[src/rtl/pmp_checker_napot.sv]
// napot: naturally-aligned power-of-two region match.
//   addr      - first byte of the access
//   addr_n    - byte-granular NAPOT address; trailing ones give the region size
//               (e.g. 0x0000_0FFF = 4 KiB at 0x0)
//   size      - last-byte offset of the access (already normalised)
//   napot_out - 1 when every byte of the access lies inside the region
module napot (
  input  logic [31:0] addr,
  input  logic [31:0] addr_n,
  input  logic [1:0]  size,
  output logic        napot_out
);

  logic [31:0] mask;
  logic [32:0] end33;

  // Isolates the run of trailing ones: these are the in-region offset bits.
  assign mask  = addr_n & ~(addr_n + 32'd1);
  assign end33 = {1'b0, addr} + {31'b0, size};

  // Both the first and the last byte must share the region base; an access
  // that wraps past the top of the address space never matches.
  assign napot_out = !end33[32]
                  && (((addr         ^ addr_n) & ~mask) == 32'd0)
                  && (((end33[31:0]  ^ addr_n) & ~mask) == 32'd0);

endmodule

[config.mk]
export PLATFORM = sky130hd
export DESIGN_NAME = napot
export DESIGN_NICKNAME = d
export VERILOG_FILES = /design/src/rtl/pmp_checker_napot.sv
export SDC_FILE = /design/constraint.sdc
export NUM_CORES = 1
export LEC_CHECK = 0
export CORE_MARGIN = 1
export CORE_UTILIZATION = 35
export DETAILED_ROUTE_END_ITERATION = 10
export GPL_TIMING_DRIVEN = 0
export PLACE_DENSITY_LB_ADDON = 0.08
export SYNTH_ARGS = -nofsm -noshare
export SYNTH_HDL_FRONTEND = slang
export SYNTH_SLANG_ARGS = --single-unit
export TNS_END_PERCENT = 10
[constraint.sdc]
create_clock -name vclk -period 3.5
set_clock_uncertainty 0.1 [all_clocks]
set_input_delay 0.7 -clock vclk [all_inputs]
set_output_delay 0.7 -clock vclk [all_outputs]
set_load 0.01 [all_outputs]
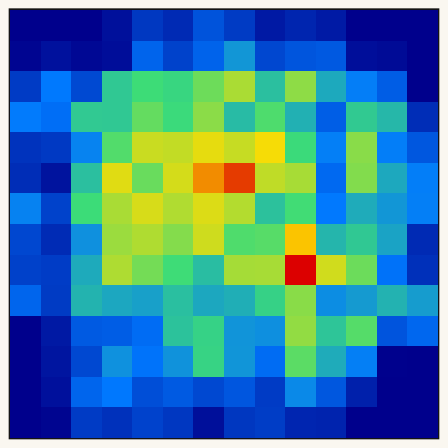
(wire density map)
14 x 14 tiles, from dark blue (low) to red (high), scaled to the fullest tile. Values are wire area over tile area, all layers added.
tiles over half the peak = 25%
densest ninth of the die = middle
nearly empty tiles = 11%
mean over tiles = 0.21
emptiest ninth of the die = bottom left
via count: 2357
drt wl/cell: 16.2 um
final wirelength: 6380 um
GRT Util Overall: 0.252

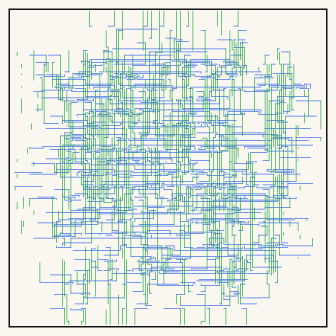
(signal wires by layer)
Only two layers are drawn.
blue -> met1  # wire length 2890 um
green -> met2  # wire length 2930 um

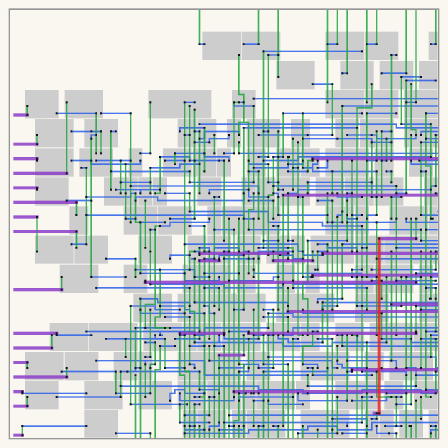
(zoomed window)
Region (0, 30) to (40, 70) um. Cells in gray, sequential cells in the stronger gray; small squares are vias.
green -> met2
purple -> met3
red -> met4
blue -> met1
sequential cells in the window = 0
most frequent = clkdlybuf4s50_1 (12), nand2_1 (10), dlygate4sd2_1 (10)
cells with their middle in the window = 125

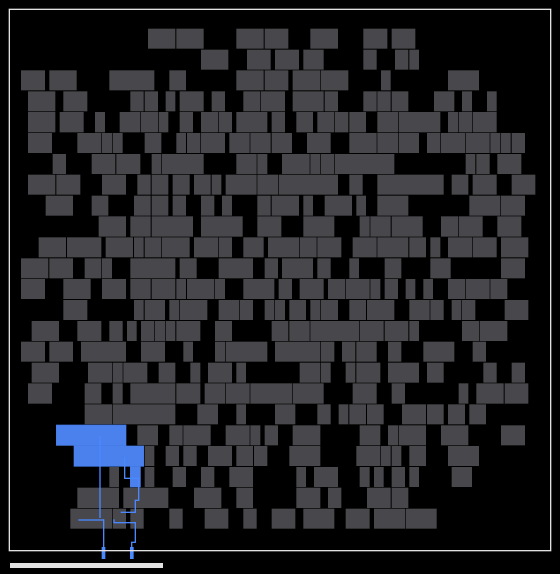
(wires at chosen ports, followed through buffers)
Bar = 20 um.
blue -> size  # bits 2, direction input, end cells 3, buffers 2, wire 35.4 um
IO Count: 67
port bufs: 66

==> through the flow <==
step | setup slack, ps | power, W | util
after detailed placement | -1720 | 0.000233 | 0.541
after floorplan | -267 | 0.000104 | -
after CTS | -536 | 0.000239 | 0.590
after global routing | -578 | 0.000270 | 0.610
final | -495 | 0.000248 | 0.610
after global placement | -1690 | 0.000233 | 0.541
==> cells in the final DEF (no fill, tap or decap), drive strengths merged, types with 9 or more instances in the layout <==
cell type      synthesis  layout
nand2                 30      30
nand4                 10      10
a21oi                 15      15
o21ai                 10      10
xnor2                 20      20
dlygate4sd2            0      27
nor2                  19      19
inv                   21      21
buf                    4      30
nand3                 15      15
clkdlybuf4s50          0      17
xor2                   9       9
nor3                  18      18
nor2b                 10      10
==> metal layers <==
layer | track usage | vias to the layer above | share of wire
li1 | - | 1141 | -
met5 | 0 | - | 0
met4 | 0.0422 | 0 | 0.014
met3 | 0.0188 | 10 | 0.074
met2 | 0.418 | 102 | 0.46
met1 | 0.358 | 1104 | 0.45
==> final cells by class <==
cell class / count / area (um2)
Multi-Input combinational cell: 233 / 1780
Tap cell: 52 / 65.1
Fill cell: 435 / 1720
Inverter: 21 / 78.8
Buffer: 3 / 31.3
Timing Repair Buffer: 86 / 737
==> report_power, final <==
part | internal (W) | switching (W) | leakage [nW] | total [W]
combinational | 0.000119 | 0.000130 | 1.05 | 0.000248
sequential | 0 | 0 | 0 | 0
clock | 0 | 0 | 0 | 0
==> worst max-delay path, stage by stage <==
cell and delay, ps:
buf_2 120, ha_4 270, a21oi_4 50, or4_4 550, buf_8 170, nor3_2 250, xnor2_2 170, o32ai_1 130
nor3_2 200, nand3_2 120, nor4_4 280, buf_2 170
==> results_slide.txt <==
Synthesis and Place & Route Summary

Outcome
  – Status: finished with violations
  – Failing checks: setup timing

Synthesis
  – Cell Type Count: 57
  – Dominant cell area share: 0.107
  – Cell area leaders: xnor2_1, nand2_1, nor3_1
  – Syn Area/Cell: 6.32 um2
  – YS warnings: 0
  – Top non-seq family: simple AND/OR/NAND/NOR gates
  – Yosys aoi share: 0.261
  – Yosys Chip Area: 0.00164 mm2
  – Yosys simple share: 0.466
  – Synth Net Count: 328
  – Mapped cell area: 0.00164 mm2
  – Sequential fraction of the synthesis area: 0
  – Synthesized netlist cell count: 259
  – Cell taking the most area after synthesis: xnor2_1
  – Cell count listed in synth_stat.txt: 259
  – Synth mux share: 0.0199
  – Yosys xor share: 0.155
  – Post-Synth Adder-Cell Area: 0.0275
  – Top cells by count: nand2_1, inv_1, xnor2_1
  – Yosys top cell by instances: nand2_1

STA
  – Final worst slack: -495 ps
  – Final hold slack: 1860 ps
  – Final hold violations: 0
  – Unrepaired setup endpoints after global routing: yes
  – Period minus WS final: 3990 ps
  – Final slew viol count: 0
  – Final setup viols: 1
  – Highest clock rate: 0.250 GHz
  – Final period util: 1.14
  – TNS Setup: -495 ps
  – Rel. slew slack: 0.703
  – Actual transition at the worst max-transition pin: 442 ps

Place
  – Placed cells: 377
  – GP Congestion: 0.937
  – Final HPWL DP: 5040 um
  – DP Area: 0.00239 mm2

GRT
  – Grt total ovfl: 0
  – Initial antenna violation count: 0
  – Largest net degree at the start of global routing: 9
  – First-pass GRT wire length: 10200 um
  – Vias in the first global route: 2188

Floorplan
  – Core outline area: 0.00441 mm2
  – Die Y: 70.4 um
  – Die area: 0.00495 mm2
  – Fp_density: 0.371
  – Std-Cell Rows: 24
  – Die Wd: 70.4 um

Setup path
  – Critical Path Source Type: input pin
  – Crit Path Class: in -> out
  – Crit end category: output port
  – CP required: 2700 ps
  – Worst-path fanout max: 8
  – Crit path from: addr[1]
  – Crit path DAT: 3190 ps
  – Critical Path End: napot_out

Min path
  – Worst Hold Launch: addr_n[17]
  – End of the worst hold path: napot_out
  – Hold depth: 5
  – Hold WC Path Type: in -> out

Cells and area
  – ANT cells: 0
  – Share of cells above drive strength 1: 0.274
  – Clk_buf instances: 0
  – Nets: 414
  – Area growth syn-to-layout: 64.4%
  – Final instance count without filler cells: 395
  – Design area: 0.00269 mm2
  – Layout sequential cell count: 0
  – Reg area: 0 um2

Pwr
  – Leak: 1.05 nW
  – Peak VDD IR: 49.2 uV
  – Pwr/cell area: 92.2 mW/mm2

Detailed routing
  – DR pass1 iterations: 4
  – Initial detailed-routing violation count: 243
  – DR DRC count: 0
  – Routed Antenna Nets: 0
  – Via/cell ratio: 5.97

CTS
  – Cts repair resizes: 125
  – Post-CTS setup buffers: 14
  – Post-CTS Hold Buffers: 0

Run
  – Tool warning count: 36
  – Max_cap viols: 0
Power figures rest on the tool's default switching activity, not on a simulated workload.
